Run 1, routing congestion map:
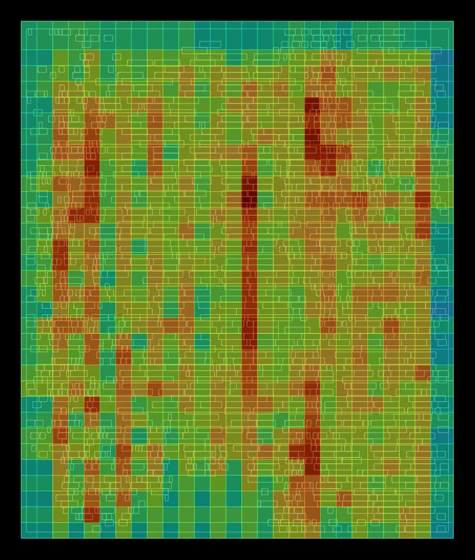
Run 1, sequential cells coloured by instance or generate block:
Other sequential cells in the stronger grey, the rest of the logic in the fainter grey.
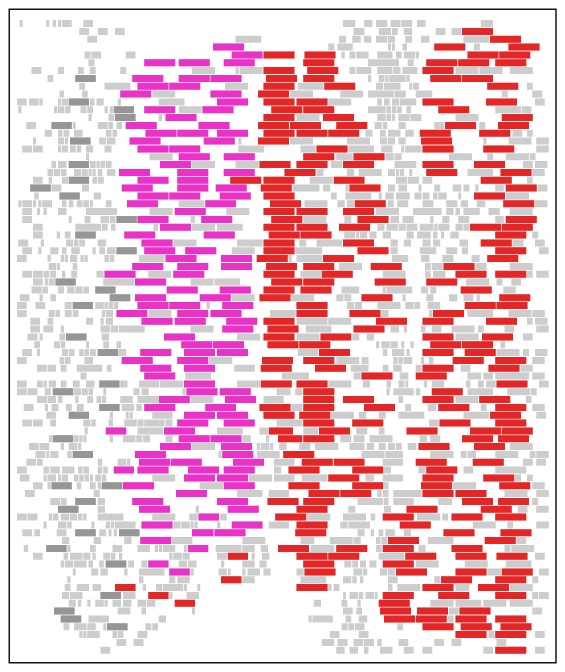
Run 1, cell density map:
19 x 23 tiles, from black (low) to pale yellow (high), 0 to 100% covered.
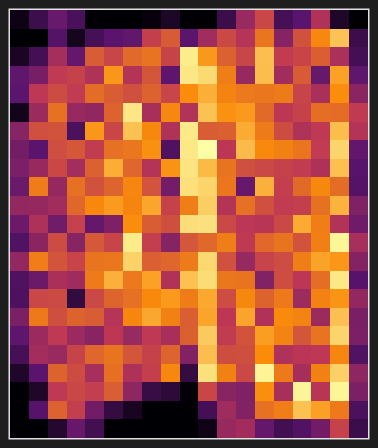
File: config.mk
export PLATFORM = sky130hd
export DESIGN_NAME = fetch_queue_stage
export DESIGN_NICKNAME = d
export VERILOG_FILES = /design/src/rtl/fetch_pkg.sv /design/src/rtl/fetch_fifo.sv /design/src/rtl/fetch_queue_stage.sv
export SDC_FILE = /design/constraint.sdc
export NUM_CORES = 1
export LEC_CHECK = 0
export CELL_PAD_IN_SITES_DETAIL_PLACEMENT = 0
export CELL_PAD_IN_SITES_GLOBAL_PLACEMENT = 1
export CORE_ASPECT_RATIO = 1.2
export CORE_MARGIN = 2
export CORE_UTILIZATION = 43
export DETAILED_ROUTE_END_ITERATION = 6
export PLACE_DENSITY_LB_ADDON = 0.1
export REMOVE_ABC_BUFFERS = 1
export SLEW_MARGIN = 20
export SYNTH_ARGS = -nofsm -noshare
export SYNTH_HDL_FRONTEND = slang
export SYNTH_SLANG_ARGS = --single-unit
File: constraint.sdc
create_clock -name clk -period 3.1 [get_ports clk]
set_clock_uncertainty 0.1 [all_clocks]
set_input_delay 0.31 -clock clk [delete_from_list [all_inputs] [get_ports clk]]
set_output_delay 0.31 -clock clk [all_outputs]
set_load 0.02 [all_outputs]
File: src/rtl/fetch_pkg.sv
// Shared types and constants for the instruction-fetch front end.
package fetch_pkg;

  localparam int XLEN       = 32;
  localparam int WORD_BYTES = 4;

  localparam logic [XLEN-1:0] RESET_PC_DEFAULT = 32'h0000_0000;
  localparam logic [XLEN-1:0] NOP              = 32'h0000_0000;

  typedef enum logic {
    BOOT = 1'b0,
    RUN  = 1'b1
  } fetch_state_t;

  typedef struct packed {
    logic [XLEN-1:0] instr;
    logic [XLEN-1:0] pc;
  } fetch_entry_t;

endpackage

File: src/rtl/fetch_fifo.sv
// Small power-of-two FIFO with synchronous flush; used for the instruction queue and the PC-tag queue.
module fetch_fifo #(
  parameter int DEPTH = 4,
  parameter int WIDTH = 32,
  parameter int CNT_W = $clog2(DEPTH) + 1
) (
  input  logic             clk,
  input  logic             reset,
  input  logic             flush,
  input  logic             push,
  input  logic [WIDTH-1:0] push_data,
  input  logic             pop,
  output logic [WIDTH-1:0] head_data,
  output logic [CNT_W-1:0] count
);

  localparam int PTR_W = $clog2(DEPTH);

  logic [WIDTH-1:0] mem_q [DEPTH];
  logic [WIDTH-1:0] mem_d [DEPTH];
  logic [PTR_W-1:0] rd_ptr_q, rd_ptr_d;
  logic [PTR_W-1:0] wr_ptr_q, wr_ptr_d;
  logic [CNT_W-1:0] count_q, count_d;
  logic             do_pop;

  always_comb begin
    mem_d    = mem_q;
    rd_ptr_d = rd_ptr_q;
    wr_ptr_d = wr_ptr_q;
    count_d  = count_q;
    do_pop   = pop && (count_q != '0);
    if (flush) begin
      rd_ptr_d = '0;
      wr_ptr_d = '0;
      count_d  = '0;
    end else begin
      if (push) begin
        mem_d[wr_ptr_q] = push_data;
        wr_ptr_d        = wr_ptr_q + PTR_W'(1);
      end
      if (do_pop) begin
        rd_ptr_d = rd_ptr_q + PTR_W'(1);
      end
      count_d = count_q + CNT_W'(push) - CNT_W'(do_pop);
    end
  end

  always_ff @(posedge clk) begin
    if (reset) begin
      rd_ptr_q <= '0;
      wr_ptr_q <= '0;
      count_q  <= '0;
    end else begin
      rd_ptr_q <= rd_ptr_d;
      wr_ptr_q <= wr_ptr_d;
      count_q  <= count_d;
    end
  end

  // Storage needs no reset; count gates every read.
  always_ff @(posedge clk) begin
    mem_q <= mem_d;
  end

  assign head_data = mem_q[rd_ptr_q];
  assign count     = count_q;

  a_no_overflow : assert property (@(posedge clk) disable iff (reset)
    !(push && !flush && !do_pop && (count_q == CNT_W'(DEPTH))));

endmodule

File: src/rtl/fetch_queue_stage.sv
// Instruction-fetch front end: owns the fetch PC, issues in-order word requests and queues responses with their PCs.
// Optional macro FETCH_BYPASS_EN: a response landing in an empty queue drives out_* in the same cycle.
module fetch_queue_stage
  import fetch_pkg::*;
#(
  parameter int              DEPTH    = 4,
  parameter logic [XLEN-1:0] RESET_PC = RESET_PC_DEFAULT,
  parameter int              CNT_W    = $clog2(DEPTH) + 1
) (
  input  logic            clk,
  input  logic            reset,
  output logic            imem_req_valid,
  input  logic            imem_req_ready,
  output logic [XLEN-1:0] imem_req_addr,
  input  logic            imem_rsp_valid,
  input  logic [XLEN-1:0] imem_rsp_data,
  input  logic            redirect_valid,
  input  logic [XLEN-1:0] redirect_pc,
  output logic            out_valid,
  input  logic            out_ready,
  output logic [XLEN-1:0] out_instr,
  output logic [XLEN-1:0] out_pc,
  output logic [XLEN-1:0] out_pc_plus4
);

  localparam int             ENTRY_W   = $bits(fetch_entry_t);
  localparam logic [CNT_W:0] DEPTH_OCC = (CNT_W + 1)'(DEPTH);

  fetch_state_t     state_q, state_d;
  logic [XLEN-1:0]  fetch_pc_q, fetch_pc_d;
  logic [CNT_W-1:0] inflight_q, inflight_d;
  logic [CNT_W-1:0] discard_q, discard_d;

  logic [CNT_W-1:0]   q_count;
  logic [CNT_W-1:0]   tag_count_unused;
  logic [CNT_W:0]     occupancy;
  logic [ENTRY_W-1:0] q_head_bits;
  fetch_entry_t       q_head;
  fetch_entry_t       q_push_entry;
  logic [XLEN-1:0]    tag_head;
  logic               req_fire;
  logic               rsp_keep;
  logic               q_push;
  logic               q_pop;
  logic               unused_redirect_lsbs;

  assign unused_redirect_lsbs = ^redirect_pc[1:0];
  assign q_head               = fetch_entry_t'(q_head_bits);

  // Queued entries plus outstanding requests never exceed DEPTH, so no response can overflow the queue.
  always_comb begin
    occupancy      = {1'b0, q_count} + {1'b0, inflight_q};
    imem_req_valid = !reset && (state_q == RUN) && !redirect_valid && (occupancy < DEPTH_OCC);
    imem_req_addr  = reset ? RESET_PC : fetch_pc_q;
    req_fire       = imem_req_valid && imem_req_ready;
    rsp_keep       = imem_rsp_valid && !redirect_valid && (discard_q == '0);

    case (state_q)
      BOOT:    state_d = RUN;
      RUN:     state_d = RUN;
      default: state_d = BOOT;
    endcase

    fetch_pc_d = fetch_pc_q;
    inflight_d = inflight_q + CNT_W'(req_fire) - CNT_W'(imem_rsp_valid);
    discard_d  = discard_q;
    if (redirect_valid) begin
      fetch_pc_d = {redirect_pc[XLEN-1:2], 2'b00};
      discard_d  = inflight_q - CNT_W'(imem_rsp_valid);
    end else begin
      if (req_fire) begin
        fetch_pc_d = fetch_pc_q + XLEN'(WORD_BYTES);
      end
      if (imem_rsp_valid && (discard_q != '0)) begin
        discard_d = discard_q - CNT_W'(1);
      end
    end
  end

  // Outputs read as zero whenever nothing is presented, including while reset is held.
  always_comb begin
    q_push_entry = '{instr: imem_rsp_data, pc: tag_head};
    q_push       = rsp_keep;
    q_pop        = (q_count != '0) && out_ready;
    out_valid    = 1'b0;
    out_instr    = NOP;
    out_pc       = '0;
    out_pc_plus4 = '0;
    if (!reset && (q_count != '0)) begin
      out_valid    = 1'b1;
      out_instr    = q_head.instr;
      out_pc       = q_head.pc;
      out_pc_plus4 = q_head.pc + XLEN'(WORD_BYTES);
    end
`ifdef FETCH_BYPASS_EN
    else if (!reset && rsp_keep) begin
      out_valid    = 1'b1;
      out_instr    = imem_rsp_data;
      out_pc       = tag_head;
      out_pc_plus4 = tag_head + XLEN'(WORD_BYTES);
      if (out_ready) begin
        q_push = 1'b0;
      end
    end
`endif
  end

  always_ff @(posedge clk) begin
    if (reset) begin
      state_q    <= BOOT;
      fetch_pc_q <= RESET_PC;
      inflight_q <= '0;
      discard_q  <= '0;
    end else begin
      state_q    <= state_d;
      fetch_pc_q <= fetch_pc_d;
      inflight_q <= inflight_d;
      discard_q  <= discard_d;
    end
  end

  fetch_fifo #(
    .DEPTH (DEPTH),
    .WIDTH (ENTRY_W),
    .CNT_W (CNT_W)
  ) u_instr_q (
    .clk       (clk),
    .reset     (reset),
    .flush     (redirect_valid),
    .push      (q_push),
    .push_data (q_push_entry),
    .pop       (q_pop),
    .head_data (q_head_bits),
    .count     (q_count)
  );

  // Tags of responses already marked for discard are dropped by the flush and never popped.
  fetch_fifo #(
    .DEPTH (DEPTH),
    .WIDTH (XLEN),
    .CNT_W (CNT_W)
  ) u_tag_q (
    .clk       (clk),
    .reset     (reset),
    .flush     (redirect_valid),
    .push      (req_fire),
    .push_data (fetch_pc_q),
    .pop       (rsp_keep),
    .head_data (tag_head),
    .count     (tag_count_unused)
  );

endmodule

==> impl_metrics.toml, run 1 <==
# physical design summary
[yosys]
syn-cell-area_um2 = 17700
topCellsByArea = "edfxtp_1 (62%), mux4_2 (10%), dfxtp_1 (5.8%)"
ys_types = 59
ys_seq_share_pct = 68.1
mux_share_pct = 12.4
ys_warn_count = 0
ys_area_um2 = 17700
xor_share_pct = 1.33

[pwr]
p_clk_mw = 5.11
p_total_mw = 12.6
power_leader = "sequential cells"
p_sw_share_pct = 21.7
pwr-share-clk_pct = 40.5
max-vdd-ir-drop_mv = 0.345

[routing]
detail_route.vias_per_cell = 5.27
first_iter_violations = 629
first_pass_iters = 5
drc = 0
routed_wl_mm = 39.5

[global_routing]
grt_max_degree = 64
overflow = 0
antenna_found_initial = 1

[cells_and_area]
final_cell_mix = "edfxtp_1 (368), clkdlybuf4s50_1 (118), buf_4 (105)"
n_antenna_cell = 0

[run_status]
violations = "setup timing"
status = "complete, but fails checks"

[min_path]
hold_start = "redirect_pc[20]"
hold_path.class = "input port to flip-flop"

[clock_tree]
postCtsSetupBuffers = 6
cts_buffer_depth = 3
cts_hold_buf = 1
cts_root_buffer = "clkbuf_16"
cts_tree = "done"

[place]
dp_hpwl_mm = 26.3

[setup_path]
r2r_start = "inflight_q[2]$_SDFF_PP0_"
worstPathRequired_ns = 2.69
crit_start = "u_instr_q.rd_ptr_q[0]$_SDFFE_PP0P_"
crit_type = "flip-flop to output port"
endpoint_kind = "output port"

[timing]
fin_crit_ns = 3.43
finalWorstSetupSlack_ns = -0.332
finalClockPeriodUsage_pct = 111
fmax_ghz = 0.291
finalSetupViolCount = 19

[floorplan]
die_h_um = 226
About 'routing congestion map':
routed length per placed instance: 20.0 um
fin util: 56.5%
met1 Use GR: 24.2%
global routing usage on met2: 31.7%
met3 usage: 3.05%

About 'sequential cells coloured by instance or generate block':
| colour | scope | sequential cells |
|---|---|---|
| red | u_instr_q | 255 |
| magenta | u_tag_q | 127 |
not coloured: 37
final std cells w/o fill: 1,979
die area: 42,900 um2

About 'cell density map':
fullest tile: 100%
mean over tiles: 52%
nearly empty tiles: 5.0%
Initial Util: 43.5%
Core ar.: 40,700 um2

-- run 1: routing by layer --
metal,track usage [%],up-vias,share of wire (%)
li1,-,4892,-
met1,24.2,5201,42
met2,31.7,289,50
met3,3.05,57,5.3
met4,5.95,0,2.4
met5,0,-,0
-- run 1: critical path, stage by stage (launching register included) --
cell and delay (ns):
dfxtp_4 0.39, buf_6 0.15, mux4_2 0.37, nand3_4 0.10, or4_4 0.61, buf_6 0.16
or3_4 0.36, a21oi_2 0.16, buf_4 0.17
-- run 1: cell type report --
| class | instances | area (um2) | share of cell area (%) |
|---|---|---|---|
| timing repair buffer | 325 | 3260 | 14.2 |
| clock inverter | 21 | 243 | 1.05 |
| clock buffer | 56 | 1160 | 5.05 |
| sequential | 419 | 12100 | 52.5 |
| inverter | 35 | 131 | 0.570 |
| tap | 539 | 674 | 2.93 |
| multi-input combinational | 584 | 5470 | 23.8 |
-- run 1: stage by stage --
stage	TNS [ns]	instance area, um2	setup WS, ns
6_report	-3.41	23000	-0.332
4_1_cts	-5.47	22700	-0.369
3_3_place_gp	-2.17	21100	-0.257
3_5_place_dp	-2.87	21100	-0.322
5_1_grt	-5.58	23000	-0.414
2_1_floorplan	-168.02	17400	-2.27
-- run 1: final timing paths --
path                                                         end  slack (ns)  cells after the start
worst max-delay path                            out_pc_plus4[21]       -0.33                      8
worst min-delay path                 fetch_pc_q[20]$_SDFFE_PP0P_        0.20                      3
worst max register to register          inflight_q[2]$_SDFF_PP0_        0.40                     11
worst min register to register  u_tag_q.wr_ptr_q[1]$_SDFFE_PP0P_        0.40                      2
-- run 1: flip-flops by register name (all words and copies together), names as in the netlist, 3 cells and up --
signal / count
u_instr_q.mem_q: 248
u_tag_q.mem_q: 120
fetch_pc_q: 30
discard_q: 3
inflight_q: 3
u_instr_q.count: 3
u_tag_q.count: 3
## Run 2: what changed since run 1
Settings changed: CORE_UTILIZATION 43 to 47, SLEW_MARGIN 20 to 10, SYNTH_HIERARCHICAL set to 1.
Clock period 3.1 ns to 3.3 ns, I/O delays scaled along.
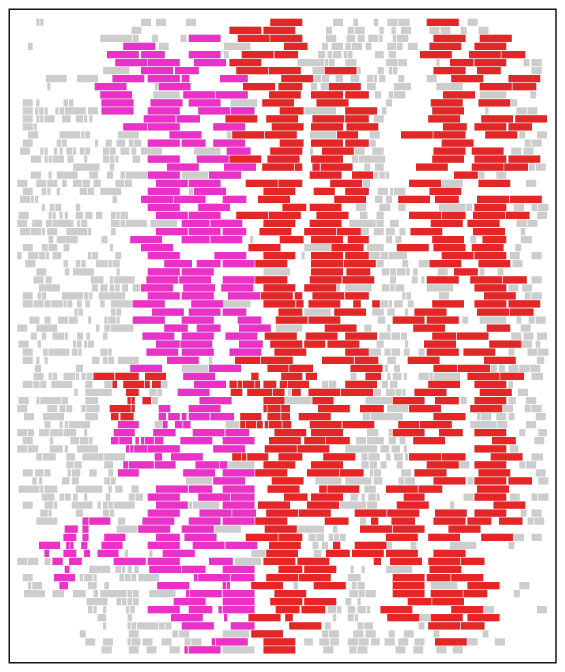
Run 2: cells coloured by instance
Other cells in grey.
| colour | instance | cells |
|---|---|---|
| red | u_instr_q | 388 |
| magenta | u_tag_q | 216 |
fin util: 59.7%
final std cells w/o fill: 1,946
die area: 40,600 um2

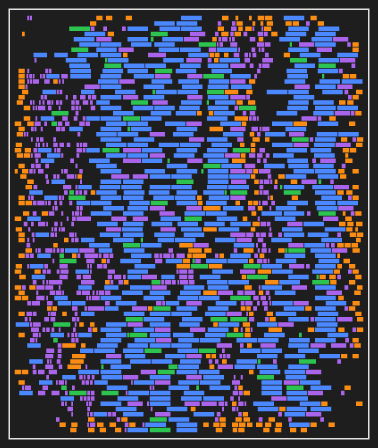
Run 2: cells coloured by class
| colour | class | cells |
|---|---|---|
| blue | registers | 435 |
| purple | remaining logic cells | 619 |
| green | clock drivers and dummy loads | 78 |
| orange | remaining buffers and delay cells | 288 |
Core Rows: 79
Core ar.: 38,600 um2
flop share of the area: 54.4%
cell area after layout: 23,100 um2

==> run 2 against run 1 <==
Net effect:
- the run now ends clean
- sequential power fell by 3.6%
- hold slack improved by 0.034 ns
- total power fell by 7.9%
- highest routed layer unchanged
==> impl_metrics.toml, run 2 <==
# physical design summary
[global_routing]
overflow = 0
use_met1_pct = 25.1
antenna_found_initial = 0
grtUsageMet2_pct = 33.0
grt_max_degree = 84

[routing]
first_iter_violations = 728
wire_per_inst_um = 19.7
routed_wl_mm = 38.3
drc = 0

[pwr]
max-vdd-ir-drop_mv = 0.292
p_sw_share_pct = 20.2
p_total_mw = 11.6
pwr-share-clk_pct = 42.3
power_leader = "sequential cells"

[yosys]
topCellsByArea = "edfxtp_1 (63%), mux4_2 (11%), dfxtp_1 (5.6%)"
ys_types = 57
mux_share_pct = 12.7
xor_share_pct = 1.73
ys_area_um2 = 18300

[setup_path]
worstPathRequired_ns = 2.87
crit_type = "flip-flop to output port"
crit_buf_inv = 4
endpoint_kind = "output port"
crit_path_cell_trace = "buf_12 > buf_12 > buf_12 > mux4_2 > and3_1 > and3_4 > nand3_1 > nor3_2 > mux2_2 > buf_4"
r2r_start = "u_instr_q/count[2]$_SDFF_PP0_"

[min_path]
hold_start = "redirect_pc[17]"
hold_path.class = "input port to flip-flop"

[place]
dp_hpwl_mm = 25.6

[clock_tree]
cts_buffer_depth = 3
cts_hold_buf = 0
cts_tree = "done"
cts_root_buffer = "clkbuf_16"

[timing]
finalClockPeriodUsage_pct = 99.9
finalSetupViolCount = 0
finalWorstSetupSlack_ns = 0.00323
fin_crit_ns = 3.30

[cells_and_area]
largest_reg_flops = 256
top_register = "u_instr_q/mem_q"
n_antenna_cell = 0
final_cell_mix = "edfxtp_1 (384), clkdlybuf4s50_1 (165), mux4_2 (92)"

[run_status]
status = "completed"

[floorplan]
initCoreUtil_pct = 47.5
==> run 2: through the flow <==
step           instance area [um2]  cells  utilization (%)  TNS (ns)
6_report                     23100   1946             59.7         0
5_1_grt                      23100   1946             59.7    -0.449
4_1_cts                      22900   1942             59.3    -0.143
3_5_place_dp                 21400   1856             55.4   -0.0371
3_3_place_gp                 21400   1856             55.4   -0.0173
2_1_floorplan                18000   1054                -   -148.02
==> run 2: kinds of logic after synthesis <==
kind of cell	count (synthesis)
flops	435
simple gates	323
mux	111
buf+inv	94
compound gates	85
xor+xnor	33
fa+ha+maj	25
other cells	1
==> run 2: final timing paths <==
check | endpoint | slack (ns) | depth (start not counted)
worst max register to register | u_tag_q/mem_q[120]$_DFFE_PP_ | 0.48 | 7
worst min-delay path | fetch_pc_q[17]$_SDFFE_PP0P_ | 0.24 | 3
worst min register to register | u_instr_q/wr_ptr_q[1]$_SDFFE_PP0P_ | 0.47 | 2
worst max-delay path | out_pc_plus4[30] | 0.003 | 10
==> run 2: routing by layer <==
layer / routed length, um / up-vias
met3: 2050 / 59
met5: 0 / -
li1: - / 4836
met1: 16200 / 5182
met4: 1030 / 0
met2: 19000 / 268
==> run 2: area by class of cell <==
| type | instances | area (um2) | share of cell area [%] |
|---|---|---|---|
| clock buffer | 57 | 1190 | 5.16 |
| multi-input combinational | 587 | 5440 | 23.6 |
| timing repair buffer | 288 | 2860 | 12.4 |
| tap | 526 | 658 | 2.85 |
| clock inverter | 21 | 240 | 1.04 |
| sequential | 435 | 12600 | 54.4 |
| inverter | 32 | 123 | 0.531 |
==> run 2: timing repair <==
item / in CTS / in global routing
cloned: 0 / 1
pin swaps: 5 / 11
setup buffers: 8 / 3
resized: 101 / 44
endpoints found under the setup margin: 57 / 49
## Run 3: what changed since run 2
--- a/config.mk
+++ b/config.mk
@@ -13,2 +13,3 @@
 export DETAILED_ROUTE_END_ITERATION = 6
+export GPL_ROUTABILITY_DRIVEN = 0
 export PLACE_DENSITY_LB_ADDON = 0.1
--- a/constraint.sdc
+++ b/constraint.sdc
@@ -4,2 +4,2 @@
 set_output_delay 0.33 -clock clk [all_outputs]
-set_load 0.02 [all_outputs]
+set_load 0.005 [all_outputs]
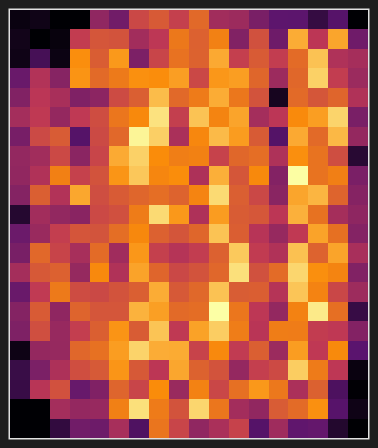
Run 3: cell density map
18 x 22 tiles, from black (low) to pale yellow (high), 0 to 100% covered.
mean over tiles: 55%
tiles over 75% full: 19%
nearly empty tiles: 2.5%
Initial Util: 47.5%
fin util: 59.7%

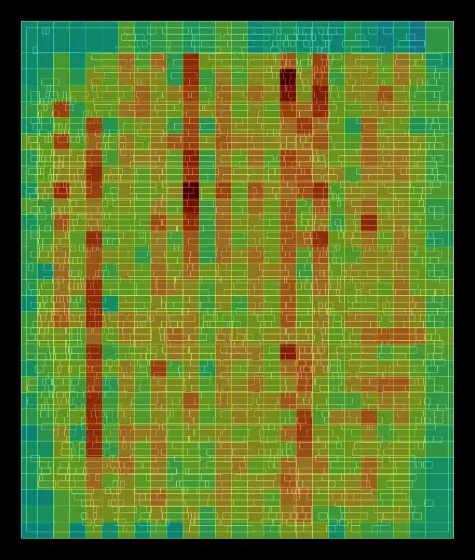
Run 3: routing congestion map
met1 Use GR: 25.6%
total track usage: 19.4%
met3 usage: 3.16%
routed length per placed instance: 20.0 um
GRT Max-Usage Layer: met2

==> run 3 against run 2 <==
Net effect:
- routed wire length is 1.6% higher
- cell count stayed put
- hold slack lost 0.048 ns
- non-clock buffer count is the same
- global-route usage is 0.28 points higher
- critical path depth rose by 1
- the flow now finishes with violations (setup timing)
- largest power group unchanged
- core utilization hardly changed
- die area unchanged
- clock power fell by 2%
==> impl_metrics.toml, run 3 <==
# physical design summary
[setup_path]
rr_endpoint = "u_tag_q/mem_q[95]$_DFFE_PP_"
crit_start = "u_instr_q/rd_ptr_q[0]$_SDFFE_PP0P_"
r2r_start = "u_instr_q/count[2]$_SDFF_PP0_"
endpoint_kind = "output port"
worstPathRequired_ns = 2.87
r2r_slack_ns = 0.54
crit_path_cell_trace = "buf_12 > buf_8 > mux4_2 > and3_4 > and3_4 > nand3_2 > buf_6 > buf_12 > or3_4 > a21oi_2 > buf_2"
critical_path.top_delay_family = "simple AND/OR/NAND/NOR gates"
crit_buf_inv = 5
endpoint = "out_pc_plus4[27]"
reg2regPathDepth = 7

[cells_and_area]
top_register = "u_instr_q/mem_q"
reg_top3 = "u_instr_q/mem_q x256, u_tag_q/mem_q x128, fetch_pc_q x30"
n_antenna_cell = 0
fin_cells = 1946
final_cell_mix = "edfxtp_1 (384), clkdlybuf4s50_1 (168), mux4_2 (92)"
largest_reg_flops = 256
drive_above_1_share_pct = 22.0

[run_status]
violations = "setup timing"
status = "complete, but fails checks"

[yosys]
ys_warn_count = 6
syn-cell-area_um2 = 18300
ys_types = 57
ys_area_um2 = 18300
synthFlopType = "edfxtp_1"
syn_avg_cell_area_um2 = 16.6
ys_seq_share_pct = 68.4

[place]
numPortBuffers = 195
dp_hpwl_mm = 25.0
place_ws_ns = -0.0286
place_inst = 1836

[global_routing]
antenna_found_initial = 1
overflow = 0
grt_max_degree = 65

[timing]
fin_crit_ns = 3.33
finalSetupViolCount = 4
finalClockPeriodUsage_pct = 101
fmax_ghz = 0.300
worst_hold_slack_ns = 0.187
finalWorstSetupSlack_ns = -0.0300
slew_violations = 0

[routing]
first_iter_violations = 721
drc = 0
routed_wl_mm = 38.9
first_pass_iters = 5
detail_route.vias_per_cell = 5.36

[min_path]
hold_path.class = "input port to flip-flop"
holdPathEnd = "state_q$_DFF_P_"
holdPathStages = 3

[clock_tree]
cts_tree = "done"
clk_pin_slew_ns = 0.06
cts_hold_buf = 0
cts_buffer_depth = 3
cts_root_buffer = "clkbuf_16"

[floorplan]
dieArea_um2 = 40600
die_h_um = 220
fp-row-count = 79
core_area_um2 = 38600
[run 3: cell counts after synthesis]
No cell type changed its count.
[run 3: report_power, final]
part | internal (mW) | leakage [nW] | total (mW) | switching (mW)
clock network | 2.80 | 0.672 | 4.80 | 2.00
logic | 0.285 | 3.04 | 0.548 | 0.262
registers | 6.05 | 3.90 | 6.13 | 0.0776
[run 3: timing repair]
item | in CTS | in global routing
setup endpoints to repair | 51 | 25
buffers inserted | 21 | 11
pin swaps | 14 | 18
gates cloned | 2 | 0
gates resized | 77 | 39
[run 3: area by class of cell]
class	count	area [um2]	share of cell area, %
tap	526	658	2.85
clock inverter	25	259	1.12
sequential	435	12600	54.4
timing repair buffer	288	2890	12.5
inverter	32	121	0.526
multi-input combinational	587	5470	23.7
clock buffer	53	1110	4.83
[run 3: routing by layer]
metal / vias up / global-route usage, % / share of wire (%)
met2: 292 / 33.5 / 51
li1: 4838 / - / -
met5: - / 0 / 0
met4: 0 / 5.31 / 2.1
met1: 5240 / 25.6 / 41
met3: 56 / 3.16 / 6.1
[run 3: cell families (layout without fill, tap and decap cells)]
family	after synthesis	after routing	synth area share, %
AOI/OAI and AO/OA	85	85	2.80
xor gates and xnor gates	33	33	1.73
adders and majority gates	25	25	1.83
buffers and inverters	94	398	2.84
DFF	435	435	68.4
muxes	111	111	12.7
other	1	10	0.0204
and+or+nand+nor	323	323	9.61
[run 3: through the flow]
stage | instance area (um2) | power, mW | utilization, % | setup TNS, ns
after floorplan | 18000 | 6.47 | - | -138.63
after global placement | 21300 | 6.78 | 55.0 | 0
after detailed placement | 21300 | 6.79 | 55.0 | -0.0286
after CTS | 23000 | 11.6 | 59.5 | -0.605
after global routing | 23100 | 11.9 | 59.7 | -0.654
final | 23100 | 11.5 | 59.7 | -0.0620

==> screenshots <==
Register map, names as in the netlist.
Other sequential cells in the stronger grey, the rest of the logic in the fainter grey.
shot_01.png
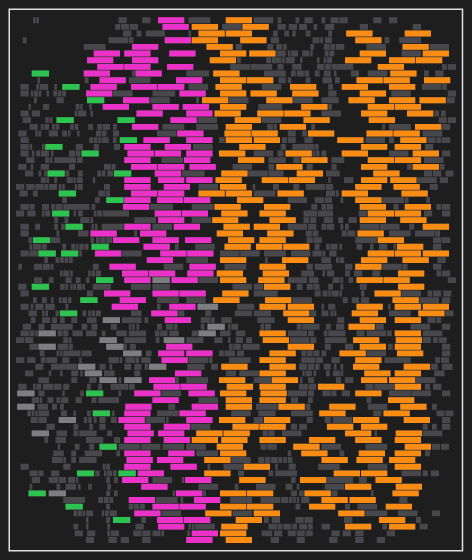
shot_02.png
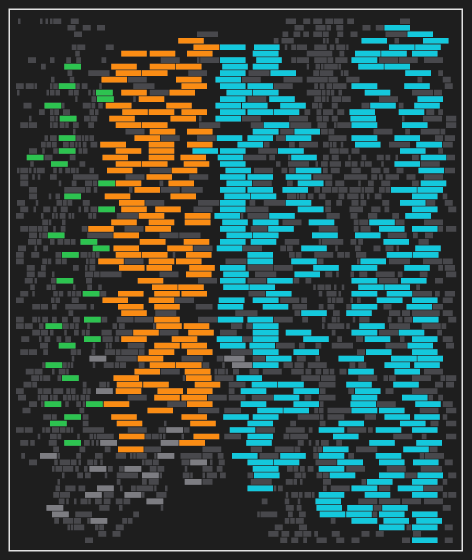
| picture | from |
|---|---|
| shot_02.png | run 1 |
| shot_01.png | run 3 |

Power is estimated from default activity; no workload was simulated.
